**Register map, names as in the netlist**

Other sequential cells in the stronger gray, the rest of the logic in the fainter gray.
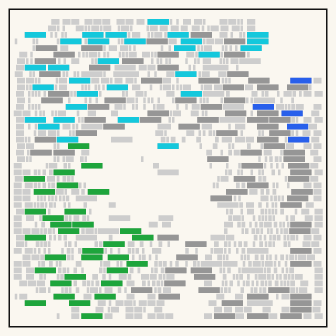
**Placement view**

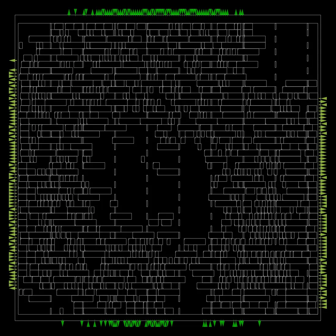
--- config.mk ---
export PLATFORM = sky130hd
export DESIGN_NAME = lsu_mem_port
export DESIGN_NICKNAME = d
export VERILOG_FILES = /design/src/rtl/lsu_mem_port.sv
export SDC_FILE = /design/constraint.sdc
export NUM_CORES = 1
export LEC_CHECK = 0
export ABC_AREA = 1
export CORE_UTILIZATION = 40
export CTS_BUF_LIST = sky130_fd_sc_hd__clkbuf_16
export CTS_CLUSTER_SIZE = 24
export DETAILED_ROUTE_END_ITERATION = 16
export GPL_ROUTABILITY_DRIVEN = 0
export PLACE_DENSITY = 0.79
export SLEW_MARGIN = 5
export SYNTH_ARGS = -nofsm -noshare
export SYNTH_HDL_FRONTEND = slang
export SYNTH_SLANG_ARGS = --single-unit
--- constraint.sdc ---
create_clock -name clk -period 4.8 [get_ports clk]
set_input_delay 0.48 -clock clk [delete_from_list [all_inputs] [get_ports clk]]
set_output_delay 0.48 -clock clk [all_outputs]
set_load 0.005 [all_outputs]
--- src/rtl/lsu_mem_port.sv ---
`default_nettype none
`timescale 1ns/1ps
// ============================================================================
// Module   : lsu_mem_port
// Purpose  : Load/store unit driving a synchronous 1-cycle-latency data
//            memory. Accepts one request at a time, aligns/extends load
//            data and returns a tagged response to writeback.
// Option   : LSU_MISALIGN_SPLIT_EN - split misaligned half/word accesses
//            into two aligned beats instead of reporting an error.
// Revision : 1.0 - initial release
// ============================================================================
module lsu_mem_port #(
   parameter int AW   = 32,
   parameter int TAGW = 5
) (
   input  logic            clk,
   input  logic            rst,
   input  logic            req_valid,
   output logic            req_ready,
   input  logic            req_we,
   input  logic [1:0]      req_size,
   input  logic            req_unsigned,
   input  logic [AW-1:0]   req_addr,
   input  logic [31:0]     req_wdata,
   input  logic [TAGW-1:0] req_rd,
   output logic            resp_valid,
   output logic [31:0]     resp_data,
   output logic [TAGW-1:0] resp_rd,
   output logic            resp_err,
   output logic            mem_re,
   output logic [AW-1:0]   mem_raddr,
   input  logic [31:0]     mem_rdata,
   output logic            mem_we,
   output logic [AW-1:0]   mem_waddr,
   output logic [31:0]     mem_wdata,
   output logic [3:0]      mem_wstrb
);

`ifdef LSU_MISALIGN_SPLIT_EN
   typedef enum logic [2:0] {
      IDLE = 3'd0, ISSUE = 3'd1, DATA = 3'd2, ISSUE2 = 3'd3, DATA2 = 3'd4
   } state_t;
`else
   typedef enum logic [2:0] {
      IDLE = 3'd0, ISSUE = 3'd1, DATA = 3'd2
   } state_t;
`endif

   state_t r_state, w_state_nxt;

   // Request fields latched at accept
   logic            r_we, r_uns, r_err;
   logic [1:0]      r_size, r_off;
   logic [TAGW-1:0] r_rd;

   // Next values of the registered outputs
   logic            w_resp_valid_nxt, w_resp_err_nxt, w_mem_re_nxt, w_mem_we_nxt;
   logic [31:0]     w_resp_data_nxt, w_mem_wdata_nxt;
   logic [TAGW-1:0] w_resp_rd_nxt;
   logic [AW-1:0]   w_mem_raddr_nxt, w_mem_waddr_nxt;
   logic [3:0]      w_mem_wstrb_nxt;

   // Request decode
   logic            w_accept, w_misal, w_illegal, w_err;
   logic [AW-1:0]   w_addr0;
   logic [31:0]     w_lane_data, w_store_data, w_load_word, w_load_ext;
   logic [3:0]      w_lane_strb, w_store_strb;

   assign req_ready = (r_state == IDLE);
   assign w_accept  = req_valid && req_ready;
   assign w_addr0   = {req_addr[AW-1:2], 2'b00};
   assign w_illegal = (req_size == 2'b11);
   assign w_misal   = ((req_size == 2'b01) && req_addr[0]) ||
                      ((req_size == 2'b10) && (req_addr[1:0] != 2'b00));

   // Aligned store lanes: data is replicated so every lane carries it
   assign w_lane_data = (req_size == 2'b00) ? {4{req_wdata[7:0]}} :
                        (req_size == 2'b01) ? {2{req_wdata[15:0]}} : req_wdata;
   assign w_lane_strb = (req_size == 2'b00) ? (4'b0001 << req_addr[1:0]) :
                        (req_size == 2'b01) ? (req_addr[1] ? 4'b1100 : 4'b0011) :
                                              4'b1111;

`ifdef LSU_MISALIGN_SPLIT_EN
   logic            r_split;
   logic [AW-1:0]   r_addr1;
   logic [3:0]      r_strb1;
   logic [31:0]     r_buf;
   logic            w_split;
   logic [63:0]     w_wdbl, w_load_cat;
   logic [31:0]     w_rot;
   logic [3:0]      w_nmask;
   logic [7:0]      w_mask8;

   assign w_err      = w_illegal;
   assign w_split    = w_misal && !w_illegal;
   // Rotate left by the byte offset; each beat then strobes its own lanes
   assign w_wdbl     = {req_wdata, req_wdata};
   assign w_rot      = w_wdbl[6'd32 - {1'b0, req_addr[1:0], 3'b000} +: 32];
   assign w_nmask    = (req_size == 2'b01) ? 4'b0011 : 4'b1111;
   assign w_mask8    = {4'b0000, w_nmask} << req_addr[1:0];
   assign w_store_data = w_split ? w_rot : w_lane_data;
   assign w_store_strb = w_split ? w_mask8[3:0] : w_lane_strb;
   // Beat1 bytes sit above beat0 bytes; shifting by the offset merges them
   assign w_load_cat  = (r_state == DATA2) ? {mem_rdata, r_buf} : {32'b0, mem_rdata};
   assign w_load_word = w_load_cat[{r_off, 3'b000} +: 32];
`else
   assign w_err        = w_illegal || w_misal;
   assign w_store_data = w_lane_data;
   assign w_store_strb = w_lane_strb;
   assign w_load_word  = mem_rdata >> {r_off, 3'b000};
`endif

   function automatic logic [31:0] f_extend(input logic [31:0] d, input logic [1:0] sz,
                                            input logic uns);
      case (sz)
         2'b00:   return uns ? {24'b0, d[7:0]}  : {{24{d[7]}}, d[7:0]};
         2'b01:   return uns ? {16'b0, d[15:0]} : {{16{d[15]}}, d[15:0]};
         default: return d;
      endcase
   endfunction

   assign w_load_ext = f_extend(w_load_word, r_size, r_uns);

   // Next-state and next-output decode
   always_comb begin
      w_state_nxt      = r_state;
      w_resp_valid_nxt = 1'b0;
      w_resp_data_nxt  = 32'b0;
      w_resp_rd_nxt    = '0;
      w_resp_err_nxt   = 1'b0;
      w_mem_re_nxt     = 1'b0;
      w_mem_we_nxt     = 1'b0;
      w_mem_raddr_nxt  = mem_raddr;
      w_mem_waddr_nxt  = mem_waddr;
      w_mem_wdata_nxt  = mem_wdata;
      w_mem_wstrb_nxt  = mem_wstrb;
      case (r_state)
         IDLE: begin
            if (req_valid) begin
               w_state_nxt = ISSUE;
               if (!w_err) begin
                  if (req_we) begin
                     w_mem_we_nxt    = 1'b1;
                     w_mem_waddr_nxt = w_addr0;
                     w_mem_wdata_nxt = w_store_data;
                     w_mem_wstrb_nxt = w_store_strb;
                  end else begin
                     w_mem_re_nxt    = 1'b1;
                     w_mem_raddr_nxt = w_addr0;
                  end
               end
            end
         end
         ISSUE: begin
            if (r_err) begin
               w_resp_valid_nxt = 1'b1;
               w_resp_err_nxt   = 1'b1;
               w_resp_rd_nxt    = r_rd;
               w_state_nxt      = IDLE;
            end else if (r_we) begin
`ifdef LSU_MISALIGN_SPLIT_EN
               if (r_split) begin
                  w_mem_we_nxt    = 1'b1;
                  w_mem_waddr_nxt = r_addr1;
                  w_mem_wstrb_nxt = r_strb1;
                  w_state_nxt     = ISSUE2;
               end else
`endif
               begin
                  w_resp_valid_nxt = 1'b1;
                  w_state_nxt      = IDLE;
               end
            end else begin
`ifdef LSU_MISALIGN_SPLIT_EN
               if (r_split) begin
                  w_mem_re_nxt    = 1'b1;
                  w_mem_raddr_nxt = r_addr1;
                  w_state_nxt     = ISSUE2;
               end else
`endif
               begin
                  w_state_nxt = DATA;
               end
            end
         end
`ifdef LSU_MISALIGN_SPLIT_EN
         ISSUE2: begin
            if (r_we) begin
               w_resp_valid_nxt = 1'b1;
               w_state_nxt      = IDLE;
            end else begin
               w_state_nxt = DATA2;
            end
         end
         DATA2: begin
            w_resp_valid_nxt = 1'b1;
            w_resp_data_nxt  = w_load_ext;
            w_resp_rd_nxt    = r_rd;
            w_state_nxt      = IDLE;
         end
`endif
         DATA: begin
            w_resp_valid_nxt = 1'b1;
            w_resp_data_nxt  = w_load_ext;
            w_resp_rd_nxt    = r_rd;
            w_state_nxt      = IDLE;
         end
         default: w_state_nxt = IDLE;
      endcase
   end

   // State and registered outputs
   always_ff @(posedge clk or posedge rst) begin
      if (rst) begin
         r_state    <= IDLE;
         resp_valid <= 1'b0;
         resp_data  <= 32'b0;
         resp_rd    <= '0;
         resp_err   <= 1'b0;
         mem_re     <= 1'b0;
         mem_raddr  <= '0;
         mem_we     <= 1'b0;
         mem_waddr  <= '0;
         mem_wdata  <= 32'b0;
         mem_wstrb  <= 4'b0;
      end else begin
         r_state    <= w_state_nxt;
         resp_valid <= w_resp_valid_nxt;
         resp_data  <= w_resp_data_nxt;
         resp_rd    <= w_resp_rd_nxt;
         resp_err   <= w_resp_err_nxt;
         mem_re     <= w_mem_re_nxt;
         mem_raddr  <= w_mem_raddr_nxt;
         mem_we     <= w_mem_we_nxt;
         mem_waddr  <= w_mem_waddr_nxt;
         mem_wdata  <= w_mem_wdata_nxt;
         mem_wstrb  <= w_mem_wstrb_nxt;
      end
   end

   // Request field capture at accept
   always_ff @(posedge clk or posedge rst) begin
      if (rst) begin
         r_we   <= 1'b0;
         r_uns  <= 1'b0;
         r_err  <= 1'b0;
         r_size <= 2'b0;
         r_off  <= 2'b0;
         r_rd   <= '0;
      end else if (w_accept) begin
         r_we   <= req_we;
         r_uns  <= req_unsigned;
         r_err  <= w_err;
         r_size <= req_size;
         r_off  <= req_addr[1:0];
         r_rd   <= req_rd;
      end
   end

`ifdef LSU_MISALIGN_SPLIT_EN
   // Split-beat context; beat0 read data arrives while beat1 is being issued
   always_ff @(posedge clk or posedge rst) begin
      if (rst) begin
         r_split <= 1'b0;
         r_addr1 <= '0;
         r_strb1 <= 4'b0;
         r_buf   <= 32'b0;
      end else begin
         if (w_accept) begin
            r_split <= w_split;
            r_addr1 <= w_addr0 + AW'(4);
            r_strb1 <= w_mask8[7:4];
         end
         if (r_state == ISSUE2 && !r_we) begin
            r_buf <= mem_rdata;
         end
      end
   end
`endif

endmodule
`default_nettype wire

==> deck_impl_summary.md <==
Implementation Results

Synth
  – Synth Area in Simple Gates: 24.9%
  – Comb area leader: simple AND/OR/NAND/NOR gates
  – Top-count cell post-synth: nand2_1
  – Asr flop ratio synth: 100%
  – Average cell area after synthesis: 8.49 µm²
  – YS chip area: 6700 µm²
  – Synth Cell Area: 6700 µm²
  – Commonest cells in the netlist: nand2_1 (346), dfrtp_1 (151), inv_1 (50), o21ai_0 (41), a21oi_1 (37)
  – Post-synth top area cell: dfrtp_1
  – Complex Gates by Area: 9.36%

Placed design
  – Post-DP Area: 9110 µm²
  – Port bufs: 245

STA
  – Hold slack: 480 ps
  – Crit path time final: 2830 ps
  – Sum Neg Setup Slack: 0 ps
  – Worst Skew: 5.78 ps

CTS
  – CTS clock-pin slew for the worst setup and hold paths: 60 ps
  – CTS sink cnt: 151
  – Post-CTS Setup Inserts: 0
  – CTS tree: yes

Hold path
  – Hold Crit Class: flop to flop
  – Hold_sp: mem_raddr[19]$_DFFE_PP0P_

Floorplan
  – IO Pins: 250
  – Core area: 16100 µm²
  – Die area: 17300 µm²

Pwr
  – Proportion of power drawn by combinational gates: 37.9%
  – Flop pwr share: 37.1%
  – Pwr Total: 5700 µW
  – Sw frac: 32.9%
  – Logic power comb: 2160 µW

Final layout
  – Signal buffers: 248
  – ClkCell Share: 6.44%
  – Buffer share of cell area: 25.4%
  – Area grow syn2layout: 45.3%
  – Largest cell class: sequential cells

GRT
  – Initial antenna violation count: 0
  – Pin count of the biggest net entering global routing: 85
  – Tot GR Track Use: 21.8%

Setup path
  – R2R Setup Slk: 2080 ps
  – Data required time of the worst path: 5160 ps
  – Critical path arrival: 3190 ps

Status
  – Status: finished clean

Drt
  – Total routed wirelength: 18.5 mm
  – 1st-iter DRT viols: 348
Notes on 'register map, names as in the netlist' above:
legend:
  blue:
    name_in_the_netlist: resp_rd
    flops: 5
  cyan:
    name_in_the_netlist: mem_raddr
    flops: 30
  green:
    name_in_the_netlist: mem_wdata
    flops: 32
not colored: 84
seq pwr: 2110 µW
fraction of area in registers: 38.8%
FF/Latch Area: 3780 µm²
Util after Layout: 60.4%

Notes on 'placement view' above:
flip-flops: 151
final non-filler cell total: 1241
fill count: 1380
row count: 46

-- cell usage in the layout, fill, tap and decap left out, types with 5 or more instances in the layout --
master           count
a21oi_1             37
a31oi_1              7
clkbuf_16           17
clkdlybuf4s50_1    245
dfrtp_1            151
inv_1               51
inv_6                5
nand2_1            346
nand3_1             26
nor2_1              23
o21ai_0             41
o21ai_1             32
-- worst register-to-register path: stages (launching register included) --
cell	delay, ps
dfrtp_1	380
inv_1	120
ha_1	230
nand2_2	220
nor2_2	260
nand3_4	520
inv_2	690
nand2_1	140
nand2_1	90
-- routing by layer --
layer | global-route usage [%] | vias to the layer above | part of all wire [%]
li1 | - | 2897 | -
met1 | 27.1 | 2798 | 42
met2 | 35.8 | 248 | 48
met3 | 5.94 | 40 | 6.9
met4 | 8.79 | 0 | 2.7
met5 | 0 | - | 0
Power is estimated from default activity; no workload was simulated.
